### config.mk
export PLATFORM = sky130hd
export DESIGN_NAME = seven_seg_capture
export DESIGN_NICKNAME = d
export VERILOG_FILES = /design/src/rtl/seven_seg_capture.sv
export SDC_FILE = /design/constraint.sdc
export NUM_CORES = 1
export LEC_CHECK = 0
export ABC_AREA = 0
export CAP_MARGIN = 15
export CORE_UTILIZATION = 35
export DETAILED_ROUTE_END_ITERATION = 16
export PLACE_DENSITY = 0.6
export SYNTH_ARGS = -nofsm -noshare
export SYNTH_HDL_FRONTEND = slang
export SYNTH_SLANG_ARGS = --single-unit
### constraint.sdc
create_clock -name clk -period 9.3 [get_ports clk]
set_input_delay 0.93 -clock clk [delete_from_list [all_inputs] [get_ports clk]]
set_output_delay 0.93 -clock clk [all_outputs]
set_load 0.02 [all_outputs]
### src/rtl/seven_seg_capture.sv
`default_nettype none
// ============================================================================
// Module   : seven_seg_capture
// Brief    : Captures a multiplexed active-low seven-segment bus, filters
//            glitches, decodes digits and reassembles 16-bit frames.
// Revision : 1.0
// ============================================================================
module seven_seg_capture #(
    parameter int STABLE_CYCLES = 1
) (
    input  logic        clk,
    input  logic        reset,
    input  logic [6:0]  g_to_a,
    input  logic [3:0]  an,
    output logic [15:0] data,
    output logic        frame_valid,
    output logic        changed,
    output logic        bad_an,
    output logic        bad_seg
);

    localparam logic [7:0]  c_stable   = 8'(STABLE_CYCLES);
    localparam logic [7:0]  c_run_max  = 8'hFF;
    localparam logic [3:0]  c_an_blank = 4'b1111;
    localparam logic [10:0] c_pat_idle = 11'h7FF;

    // Returns {valid, nibble} for an active-low gfedcba code.
    function automatic logic [4:0] seg_decode(input logic [6:0] seg);
        logic [4:0] r;
        r = 5'b0_0000;
        case (seg)
            7'b1000000: r = {1'b1, 4'h0};
            7'b1111001: r = {1'b1, 4'h1};
            7'b0100100: r = {1'b1, 4'h2};
            7'b0110000: r = {1'b1, 4'h3};
            7'b0011001: r = {1'b1, 4'h4};
            7'b0010010: r = {1'b1, 4'h5};
            7'b0000010: r = {1'b1, 4'h6};
            7'b1111000: r = {1'b1, 4'h7};
            7'b0000000: r = {1'b1, 4'h8};
            7'b0010000: r = {1'b1, 4'h9};
            7'b0001000: r = {1'b1, 4'hA};
            7'b0000011: r = {1'b1, 4'hB};
            7'b1000110: r = {1'b1, 4'hC};
            7'b0100001: r = {1'b1, 4'hD};
            7'b0000110: r = {1'b1, 4'hE};
            7'b0001110: r = {1'b1, 4'hF};
            default:    r = 5'b0_0000;
        endcase
        return r;
    endfunction

    logic [10:0] pat_q, pat_d;
    logic [7:0]  run_q, run_d;
    logic        fresh_q, fresh_d;
    logic [15:0] store_q, store_d;
    logic [3:0]  seen_q, seen_d;
    logic [15:0] data_q, data_d;
    logic        frame_valid_q, frame_valid_d;
    logic        changed_q, changed_d;
    logic        bad_an_q, bad_an_d;
    logic        bad_seg_q, bad_seg_d;

    logic        w_accept;
    logic        w_an_blank;
    logic        w_an_onehot;
    logic [1:0]  w_an_idx;
    logic [4:0]  w_seg_dec;
    logic        w_seg_ok;
    logic [3:0]  w_seg_nib;
    logic        w_digit_ok;
    logic [3:0]  w_digit_we;
    logic [3:0]  w_seen_merge;
    logic [15:0] w_frame_word;

    // fresh_q marks that the run counter advanced or restarted on the last
    // edge, so a saturated run at 255 cannot be accepted twice.
    always_comb begin
        pat_d   = {an, g_to_a};
        run_d   = run_q;
        fresh_d = 1'b0;
        if (pat_d != pat_q) begin
            run_d   = 8'd1;
            fresh_d = 1'b1;
        end else if (run_q != c_run_max) begin
            run_d   = run_q + 8'd1;
            fresh_d = 1'b1;
        end
    end

    assign w_accept   = fresh_q && (run_q == c_stable);
    assign w_an_blank = (pat_q[10:7] == c_an_blank);
    assign w_seg_dec  = seg_decode(pat_q[6:0]);
    assign w_seg_ok   = w_seg_dec[4];
    assign w_seg_nib  = w_seg_dec[3:0];

    always_comb begin
        w_an_idx    = 2'd0;
        w_an_onehot = 1'b1;
        case (pat_q[10:7])
            4'b1110: w_an_idx = 2'd0;
            4'b1101: w_an_idx = 2'd1;
            4'b1011: w_an_idx = 2'd2;
            4'b0111: w_an_idx = 2'd3;
            default: w_an_onehot = 1'b0;
        endcase
    end

    assign w_digit_ok = w_accept && w_an_onehot && w_seg_ok;

    // Candidate store contents with the incoming nibble merged in place.
    for (genvar i = 0; i < 4; i++) begin : g_digit
        assign w_digit_we[i]         = w_digit_ok && (w_an_idx == 2'(i));
        assign w_frame_word[4*i +: 4] = w_digit_we[i] ? w_seg_nib : store_q[4*i +: 4];
    end

    assign w_seen_merge = seen_q | w_digit_we;

    always_comb begin
        store_d       = store_q;
        seen_d        = seen_q;
        data_d        = data_q;
        frame_valid_d = 1'b0;
        changed_d     = 1'b0;
        bad_an_d      = 1'b0;
        bad_seg_d     = 1'b0;
        if (w_accept && !w_an_blank) begin
            if (!w_an_onehot) begin
                bad_an_d = 1'b1;
            end else if (!w_seg_ok) begin
                bad_seg_d = 1'b1;
            end else begin
                store_d = w_frame_word;
                if (w_seen_merge == 4'b1111) begin
                    data_d        = w_frame_word;
                    frame_valid_d = 1'b1;
                    changed_d     = (w_frame_word != data_q);
                    seen_d        = 4'b0000;
                end else begin
                    seen_d = w_seen_merge;
                end
            end
        end
    end

    always_ff @(posedge clk or posedge reset) begin
        if (reset) begin
            pat_q         <= c_pat_idle;
            run_q         <= 8'd0;
            fresh_q       <= 1'b0;
            store_q       <= 16'h0000;
            seen_q        <= 4'b0000;
            data_q        <= 16'h0000;
            frame_valid_q <= 1'b0;
            changed_q     <= 1'b0;
            bad_an_q      <= 1'b0;
            bad_seg_q     <= 1'b0;
        end else begin
            pat_q         <= pat_d;
            run_q         <= run_d;
            fresh_q       <= fresh_d;
            store_q       <= store_d;
            seen_q        <= seen_d;
            data_q        <= data_d;
            frame_valid_q <= frame_valid_d;
            changed_q     <= changed_d;
            bad_an_q      <= bad_an_d;
            bad_seg_q     <= bad_seg_d;
        end
    end

    assign data        = data_q;
    assign frame_valid = frame_valid_q;
    assign changed     = changed_q;
    assign bad_an      = bad_an_q;
    assign bad_seg     = bad_seg_q;

endmodule
`default_nettype wire
**Placed cells, one color a class**

Drawn at 3 px/micron.
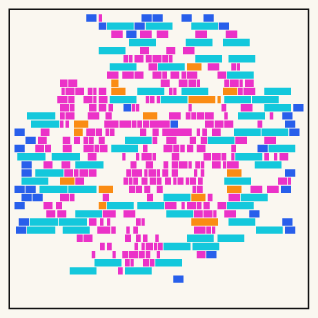
| color | class | cells |
|---|---|---|
| magenta | remaining logic cells | 248 |
| cyan | sequential cells | 60 |
| orange | clock drivers and dummy loads | 16 |
| blue | remaining buffers and delay cells | 35 |
utilization after layout: 42.56%
core area: 9196 sq um
fin area: 3914 sq um

**Ports around the boundary**

Drawn at 4 px/micron. Pins as bars across the die edge, other pins in gray.
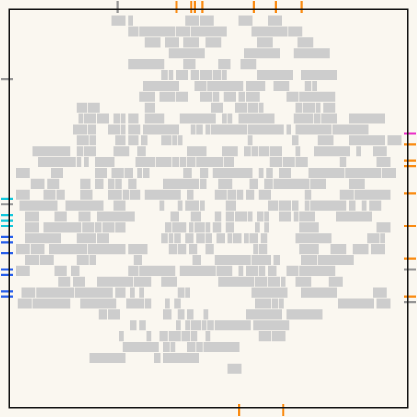
| color | port | pins | direction | edge |
|---|---|---|---|---|
| magenta | `changed` | 1 | output | right |
| cyan | `an` | 4 | input | left |
| blue | `g_to_a` | 7 | input | left |
| orange | `data` | 16 | output | 7 top, 7 right, 2 bottom |

**Clock routing**

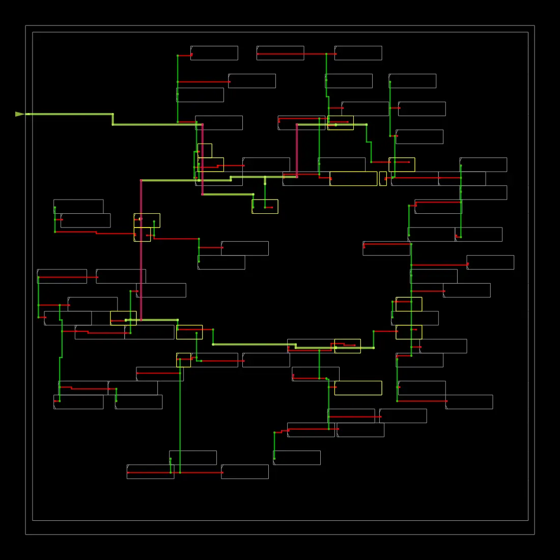
clk sinks: 60
Num CTS Buffers: 9
Latency at later pin: 0.34 ns
Clock buffer cells: 13
clock-net power: 0.242 mW

**Placement density heat map**

Drawn at 4 px/micron. 10 x 10 tiles, from black (low) to pale yellow (high), 0 to 100% covered.
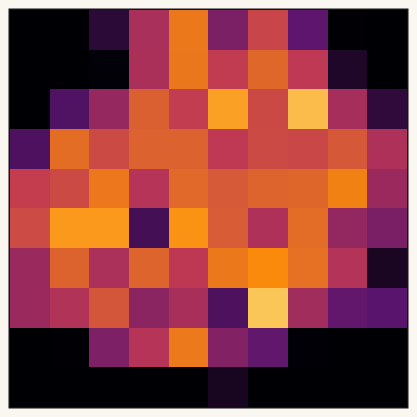
nearly empty tiles: 23%
fullest tile: 88%
mean over tiles: 38%
Initial Util: 35.97%

==> results.py <==
# Auto-generated metrics
metrics = {
    "outcome": {
        "status": "finished, final reports clean",
    },
    "place": {
        "dpl_worst_slack_ns": 6.073,
        "dpl-instance-area_sq_um": 3699,
        "post-place-cells": 454,
        "dp_hpwl_microns": 5201,
    },
    "power": {
        "p_leak_nw": 1.660,
        "power_density_nw_per_um2": 161.4,
        "worst_ir_drop_vdd_mv": 0.09350,
    },
    "synth": {
        "simple_gate_share_pct": 19.70,
        "yosys.stat.seqShare_pct": 45.80,
        "fp_nets": 337,
        "top_cells_by_count": "dfrtp_1, nor2_1, xor2_1",
        "ys_cells": 322,
        "synth-compound-area-share_pct": 13.35,
        "adder_share_pct": 0.7564,
        "yosysMostFrequentCell": "dfrtp_1",
        "yosysUniqueCellTypes": 62,
        "xor_area_share_pct": 9.796,
        "ys_sh_mux_pct": 6.808,
        "yosys_warnings": 0,
        "netlist_area_sq_um": 3308,
        "ys.flop_type": "dfrtp_1",
        "syn_inst": 322,
        "synth.ff_latch_count": 60,
        "postSynthAreaPerCell_sq_um": 10.27,
        "area_leaders": "dfrtp_1, dfstp_2, mux2_2, xor2_1, xnor2_1",
        "ys_area_sq_um": 3308,
        "netlist.top_cell.by_area": "dfrtp_1",
    },
    "critical_path": {
        "critPathMaxStageDelay_ns": 0.56,
        "arrival_ns": 3.49,
        "path_cells": "or4_1, a2111oi_0, a31oi_1, and3_1, nor3b_4, mux2_1, mux2_1",
        "crit_start": "pat_q[0]",
        "crit_end": "data[5]",
        "critical_path_required_ns": 9.52,
        "rr_endpoint": "data[5]",
        "worst_setup_path_end_kind": "register",
        "crit_family": "simple AND/OR/NAND/NOR gates",
        "crit_path_max_fanout": 13,
        "cpMostUsedCell": "mux2_1",
        "cp_num_cells": 7,
        "reg2reg_slack_ns": 6.03,
    },
    "min_path": {
        "hold_path_end": "seen_q[0]",
        "hold_path_depth": 2,
        "hold_path_startpoint": "seen_q[0]",
    },
    "clock_tree": {
        "clk_pin_slew_ns": 0.07,
        "cts_tree": "built",
        "cts_hold_buf": 0,
        "h-tree-depth": 3,
    },
    "route": {
        "drt-total-wl_microns": 7194,
        "wl_met1_microns": 3522,
        "wire_per_inst_microns": 15.31,
        "drt-initial-drc-count": 183,
        "antenna_left": 0,
        "route.met3.wl_microns": 331,
        "top_layer_used": "met4",
    },
    "grt": {
        "use_met2_pct": 24.20,
        "grt_util_met1_pct": 22.95,
        "grt_pass1_vias": 2400,
        "grt_use_total_pct": 16.11,
        "globalRouteOverflowTotal": 0,
    },
    "die": {
        "die-height_microns": 99.22,
        "dieWidth_microns": 99.22,
        "die_area_sq_um": 9845,
    },
    "final_timing": {
        "fin_crit_sh_pct": 35.17,
        "fin_setup_tns_ns": 0,
        "fin_skew_ns": 0.007570,
        "setup_violations": 0,
        "period_needed_ns": 3.271,
        "maxSlewHeadroom_pct": 49.76,
        "whs_ns": 0.5106,
        "drv_slew": 0,
        "rsz0062_at_grt": "no",
    },
    "cells_and_area": {
        "drive_gt1_share_pct": 16.43,
        "fillers": 887,
        "seq_area_sq_um": 1515,
        "logic_area_sq_um": 1668,
        "final_cell_count_no_fill": 470,
        "num_antenna_cells": 0,
    },
}
## cell type report
| class | instances | share of cell area, % |
|---|---|---|
| Tap cell | 111 | 3.549 |
| Clock inverter | 3 | 0.6074 |
| Inverter | 9 | 0.8632 |
| Clock buffer | 13 | 4.891 |
| Sequential cell | 60 | 38.71 |
| Multi-Input combinational cell | 239 | 42.62 |
| Timing Repair Buffer | 35 | 8.760 |
## power by group
| group | internal (mW) | switching [mW] |
|---|---|---|
| registers | 0.280 | 0.0164 |
| clock network | 0.137 | 0.105 |
| logic | 0.0417 | 0.0510 |
| total | 0.459 | 0.172 |
Power figures rest on the tool's default switching activity, not on a simulated workload.
